Ports around the boundary:
Pins as bars across the die edge, other pins in gray.
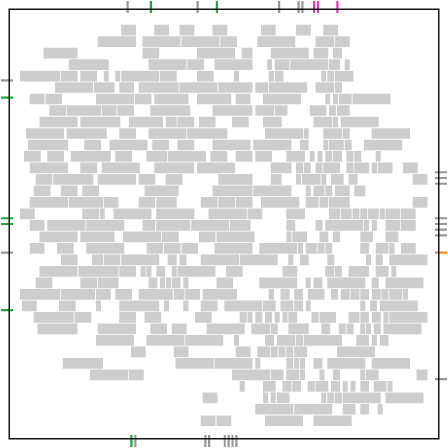
Clock wires, drivers and flops:
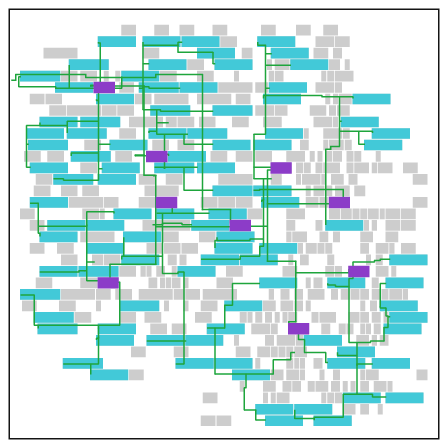
Placement view:
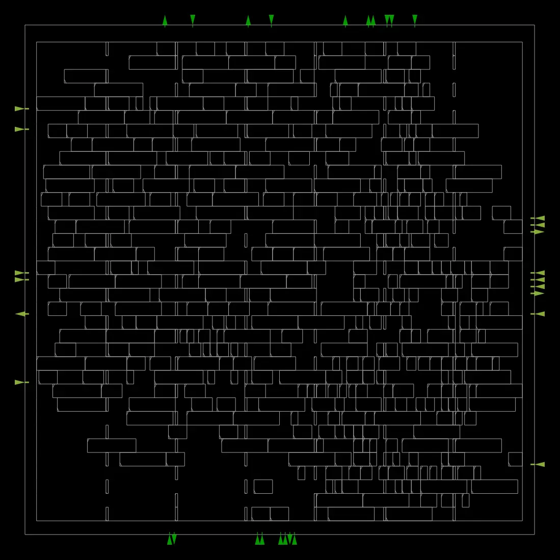
Nets reached from selected ports:
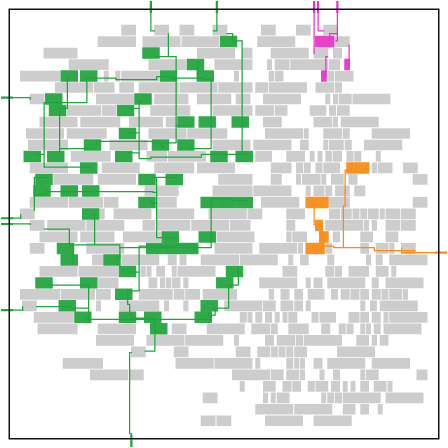
Metal layers overlaid:
Bar = 20 um.
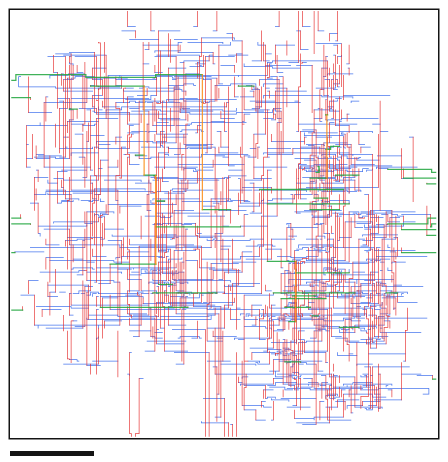
[src/rtl/seg_pkg.sv]
// Shared definitions for the seven-segment message scheduler.
// Provides the glyph encodings (bit0=a .. bit6=g), the power-on message
// "GErrY" followed by blanks, and the scheduler state encoding.
package seg_pkg;

  localparam logic [6:0] GLYPH_G     = 7'h3D;
  localparam logic [6:0] GLYPH_E     = 7'h79;
  localparam logic [6:0] GLYPH_r     = 7'h50;
  localparam logic [6:0] GLYPH_Y     = 7'h6E;
  localparam logic [6:0] GLYPH_BLANK = 7'h00;

  localparam int unsigned DEFAULT_MSG_LEN = 8;

  // Index 0 is the first glyph shown.
  localparam logic [DEFAULT_MSG_LEN-1:0][6:0] DEFAULT_MSG = {
    GLYPH_BLANK, GLYPH_BLANK, GLYPH_BLANK, GLYPH_Y,
    GLYPH_r,     GLYPH_r,     GLYPH_E,     GLYPH_G
  };

  typedef enum logic [1:0] {
    IDLE  = 2'd0,
    RUN   = 2'd1,
    PAUSE = 2'd2
  } state_e;

  // Power-on glyph for any message slot; slots past the default text are blank.
  function automatic logic [6:0] default_glyph(input int unsigned idx);
    if (idx < DEFAULT_MSG_LEN) return DEFAULT_MSG[idx[2:0]];
    return GLYPH_BLANK;
  endfunction

endpackage

[src/rtl/seg_tick_prescaler.sv]
// Scroll-rate prescaler.
// Ports: clk, rst_n (async active-low); en advances the counter, clr zeroes it
// (clr wins); speed selects how many low counter bits form the tick window;
// tick is high while the low (TICK_DIV_W-speed) bits are all ones, giving a
// period of 2^(TICK_DIV_W-speed) enabled cycles. tick is decoded from the
// current count so a speed change acts immediately without a counter reset.
module seg_tick_prescaler #(
  parameter int unsigned TICK_DIV_W = 24
) (
  input  logic       clk,
  input  logic       rst_n,
  input  logic       en,
  input  logic       clr,
  input  logic [2:0] speed,
  output logic       tick
);

  logic [TICK_DIV_W-1:0] cnt_q;
  logic [TICK_DIV_W-1:0] mask;

  // Bits below TICK_DIV_W-speed take part in the compare; none if speed is too large.
  always_comb begin
    mask = '0;
    for (int unsigned i = 0; i < TICK_DIV_W; i++) begin
      mask[i] = (i + 32'(speed)) < TICK_DIV_W;
    end
  end

  assign tick = &(cnt_q | ~mask);

  always_ff @(posedge clk or negedge rst_n) begin
    if (!rst_n) begin
      cnt_q <= '0;
    end else if (clr) begin
      cnt_q <= '0;
    end else if (en) begin
      cnt_q <= cnt_q + TICK_DIV_W'(1);
    end
  end

endmodule

[src/rtl/seg_msg_scheduler.sv]
// Seven-segment message scheduler.
// Steps through a MSG_LEN-entry glyph RAM under run/pause/step/stop control,
// with runtime glyph writes and 3-bit PWM brightness.
// Ports: clk, rst_n (async active-low), ena (global enable/freeze),
// run (level), step/stop (pulses), speed (scroll rate), bright (PWM duty),
// wr_en/wr_addr/wr_glyph (glyph write), segments/dp (registered pin drive),
// busy (not idle), wrap (one-cycle pulse when the pointer returns to 0).
module seg_msg_scheduler
  import seg_pkg::*;
#(
  parameter int unsigned TICK_DIV_W = 24,
  parameter int unsigned MSG_LEN    = 8
) (
  input  logic                       clk,
  input  logic                       rst_n,
  input  logic                       ena,
  input  logic                       run,
  input  logic                       step,
  input  logic                       stop,
  input  logic [2:0]                 speed,
  input  logic [2:0]                 bright,
  input  logic                       wr_en,
  input  logic [$clog2(MSG_LEN)-1:0] wr_addr,
  input  logic [6:0]                 wr_glyph,
  output logic [6:0]                 segments,
  output logic                       dp,
  output logic                       busy,
  output logic                       wrap
);

  localparam int unsigned AW = $clog2(MSG_LEN);
  localparam logic [AW-1:0] LAST = AW'(MSG_LEN - 1);

  state_e        state_q, state_d;
  logic [AW-1:0] ptr_q, ptr_d;
  logic [6:0]    ram_q [MSG_LEN];
  logic [2:0]    pwm_q;
  logic          pre_clr, adv, tick, on;

  seg_tick_prescaler #(.TICK_DIV_W(TICK_DIV_W)) u_prescaler (
    .clk   (clk),
    .rst_n (rst_n),
    .en    (ena && (state_q == RUN)),
    .clr   (ena && pre_clr),
    .speed (speed),
    .tick  (tick)
  );

  // Next-state and pointer advance; stop > run > step.
  always_comb begin
    state_d = state_q;
    ptr_d   = ptr_q;
    pre_clr = 1'b0;
    adv     = 1'b0;
    case (state_q)
      IDLE: begin
        ptr_d = '0;
        if (!stop && run) begin
          state_d = RUN;
          pre_clr = 1'b1;
        end
      end
      RUN: begin
        if (stop) begin
          state_d = IDLE;
        end else begin
          adv = tick;
          if (!run) state_d = PAUSE;
        end
      end
      PAUSE: begin
        if (stop) begin
          state_d = IDLE;
        end else if (run) begin
          state_d = RUN;
          pre_clr = 1'b1;
        end else begin
          adv = step;
        end
      end
      default: state_d = IDLE;
    endcase
    if (state_d == IDLE) ptr_d = '0;
    else if (adv)        ptr_d = ptr_q + AW'(1);
  end

  assign on = (pwm_q <= bright);

  // Control state and registered pin drive; ena=0 freezes state and blanks pins.
  always_ff @(posedge clk or negedge rst_n) begin
    if (!rst_n) begin
      state_q  <= IDLE;
      ptr_q    <= '0;
      busy     <= 1'b0;
      wrap     <= 1'b0;
      segments <= '0;
      dp       <= 1'b0;
    end else if (!ena) begin
      wrap     <= 1'b0;
      segments <= '0;
      dp       <= 1'b0;
    end else begin
      state_q  <= state_d;
      ptr_q    <= ptr_d;
      busy     <= (state_d != IDLE);
      wrap     <= adv && (ptr_q == LAST) && (state_d != IDLE);
      segments <= ((state_q != IDLE) && on) ? ram_q[ptr_q] : 7'd0;
      dp       <= (state_q != IDLE) && on && (ptr_q == LAST);
    end
  end

  // Free-running PWM phase.
  always_ff @(posedge clk or negedge rst_n) begin
    if (!rst_n)   pwm_q <= '0;
    else if (ena) pwm_q <= pwm_q + 3'd1;
  end

  // Message RAM; reset reloads the default text.
  always_ff @(posedge clk or negedge rst_n) begin
    if (!rst_n) begin
      for (int unsigned i = 0; i < MSG_LEN; i++) ram_q[i] <= default_glyph(i);
    end else if (ena && wr_en) begin
      ram_q[wr_addr] <= wr_glyph;
    end
  end

endmodule

[config.mk]
export PLATFORM = sky130hd
export DESIGN_NAME = seg_msg_scheduler
export DESIGN_NICKNAME = d
export VERILOG_FILES = /design/src/rtl/seg_pkg.sv /design/src/rtl/seg_tick_prescaler.sv /design/src/rtl/seg_msg_scheduler.sv
export SDC_FILE = /design/constraint.sdc
export NUM_CORES = 1
export LEC_CHECK = 0
export CORE_MARGIN = 2
export CORE_UTILIZATION = 50
export CTS_BUF_LIST = sky130_fd_sc_hd__clkbuf_4 sky130_fd_sc_hd__clkbuf_8
export DETAILED_ROUTE_END_ITERATION = 12
export PLACE_DENSITY = 0.73
export SLEW_MARGIN = 20
export SYNTH_ARGS = -nofsm -noshare
export SYNTH_HDL_FRONTEND = slang
export SYNTH_SLANG_ARGS = --single-unit
export TNS_END_PERCENT = 10
[constraint.sdc]
create_clock -name clk -period 4.1 [get_ports clk]
set_input_delay 0.41 -clock clk [delete_from_list [all_inputs] [get_ports clk]]
set_output_delay 0.41 -clock clk [all_outputs]
set_load 0.01 [all_outputs]
==> summary.txt <==
Status of the implementation.

- The run finished with clean final reports.
- Summed over all combinational cells, the power is 582 uW.
- The clock network contribution to total cell area is 3.422%, for reference.
- For this run, the script counts the antenna cells in the layout as 0.
- During tapcell insertion the tool placed 111 well taps.
- The tree is rooted in a clkbuf_8.
- The placer congestion estimate is 0.8281, for reference.
- The script logs the mean routed wire length per placed instance as 17.88 um.
- The number of H-tree levels is 3, for reference.
- The routed design has 9513 um of wire.
- The kind of cell with the highest combined delay on the critical path is buffers and inverters, for reference.
- After synthesis the cells add up to 4735 um^2.
- Yosys attributes the largest share of cell area to dfrtp_1 42%, mux2_2 14%, dfstp_2 11%.
- Internal power comes to 1727 uW.
- The number of instances in the synthesized netlist is 383, for reference.
- Of the post-synthesis cell area, the dominant cell type holds 41.75%.
- The combinational power share is 23.6%, for reference.
- The largest area contributor in the synthesized netlist is dfrtp_1, for reference.
- The critical path in this run is classified as in2reg.
- The flop and latch count out of synthesis is 98, for reference.
- In the global route stage, overall resource usage came out at 20.32%.
- Setup repair after global routing left no endpoint under its margin.
- The group with the largest share of power is registers, for reference.
- The fraction of standard cell area that is sequential is 46.38%, for reference.
- The power report shows net switching accounting for 30.07% of the total.
- TritonCTS created 9 clock buffers.
- The number of antenna violations at the first check in global routing is 0, for reference.
- The script computed a power per unit cell area of 462.6 nW/um^2.
- The smallest hold slack is 0.1328 ns, for reference.
- TritonCTS built the clock tree.
- The initialized floorplan defines 35 standard-cell rows.
- The tightest min-delay check is of the in2async type.
- Per the Yosys statistics, synthesis produced 383 cells.
- In the layout the commonest cells are 79 x dfrtp_1, 58 x mux2_2, 35 x nor2_1, 31 x clkdlybuf4s50_1, 19 x dfstp_2.
- In the finished design, the share of the clock period the worst path needs comes to 60.09%.
- In the final layout, non-clock buffers account for 6.093% of the cell area.
- The number of logic gates is 259, for reference.
- The pre-placement core utilization is 51.48%, for reference.
- The leading cell type in the layout, fill and taps excluded is dfrtp_1, for reference.
- Per the synthesis report, the number of distinct cell types is 47.
- The timing-limited maximum frequency is 0.4059 GHz, for reference.
- The number of maximum-capacitance constraint violations is 0, for reference.
-- 'ports around the boundary' (at the start) --
- magenta: bright (pins 3; direction input; edge top)
- green: wr_glyph (pins 7; direction input; edge 4 left, 2 top, 1 bottom)
- orange: run (pins 1; direction input; edge right)
Die Y: 101.3 um
port buffer count: 32

-- 'clock wires, drivers and flops' (at the start) --
- cyan: flip-flops (count 98)
- green: clock wires (length 1,170 um)
- purple: clock-net drivers (count 9)
- routed clock nets: 10
- flops lie: widely spread
setup skew after layout: 0.009570 ns
Clock Latency Late Sink: 0.37 ns
clock network fraction of design power: 24.1%
power of the clock network: 596 uW

-- 'placement view' (at the start) --
flip-flops: 98
fin util: 58.05%

-- 'nets reached from selected ports' (at the start) --
- orange: run (bits 1; direction input; end cells 8; buffers 1; wire 77.3 um)
- green: wr_glyph (bits 7; direction input; end cells 56; buffers 7; wire 597 um)
- magenta: bright (bits 3; direction input; end cells 3; buffers 3; wire 37.8 um)

-- 'metal layers overlaid' (at the start) --
- red: M2 (wire length 4,750 um)
- blue: M1 (wire length 4,300 um)
- green: M3 (wire length 358 um)
- orange: M4 (wire length 103 um)

==> path summary, 6_finish.rpt <==
path	end	slack, ns	startpoint
min in group clk	pwm_q[2]	0.49	pwm_q[2]
max reg2reg	ptr_q[0]	1.72	state_q[0]
min	u_prescaler.cnt_q[4]	0.13	rst_n
max	ram_q[8]	1.64	ena
max in group asynchronous	ram_q[22]	3.01	rst_n
min reg2reg	pwm_q[2]	0.49	pwm_q[2]
==> synthesized netlist by cell type, drive strengths merged (8+ instances only) <==
| cell | n |
|---|---|
| dfrtp | 79 |
| mux2 | 58 |
| nor2 | 35 |
| dfstp | 19 |
| inv | 15 |
| nand2 | 15 |
| nand3 | 15 |
| mux4 | 14 |
| a21oi | 12 |
| ha | 11 |
| o21ai | 11 |
| xnor2 | 9 |
| clkbuf | 8 |
| mux2i | 8 |
| nand4 | 8 |
==> metal layers <==
| layer | wire length (um) | GRT usage, % | vias to the layer above |
|---|---|---|---|
| li1 | - | - | 1452 |
| met1 | 4300 | 26.43 | 1606 |
| met3 | 358 | 4.486 | 14 |
| met5 | 0 | 0 | - |
| met2 | 4751 | 33.98 | 68 |
| met4 | 103 | 6.757 | 0 |
==> metrics by stage <==
stage	area (um^2)	cells	util, %
floorplan	4735	383	-
global placement	5156	516	56.07
detailed placement	5156	516	56.07
CTS	5339	532	58.05
global route	5339	532	58.05
finish	5339	532	58.05
==> registers in the layout, summed over array words and instances (netlist names) <==
signal	flops
busy	1
dp	1
ptr_q	3
pwm_q	3
ram_q	56
segments	7
state_q	2
u_prescaler.cnt_q	24
wrap	1
==> kinds of logic after synthesis <==
logic type      share of synthesized area (%)
buf+inv                                 2.088
flops                                   52.30
mux                                     22.15
xor+xnor                                2.960
fa+ha+maj                               3.118
compound gates                          5.656
simple gates                            11.73
No activity file was given, so power comes from the tool's default toggle rates.
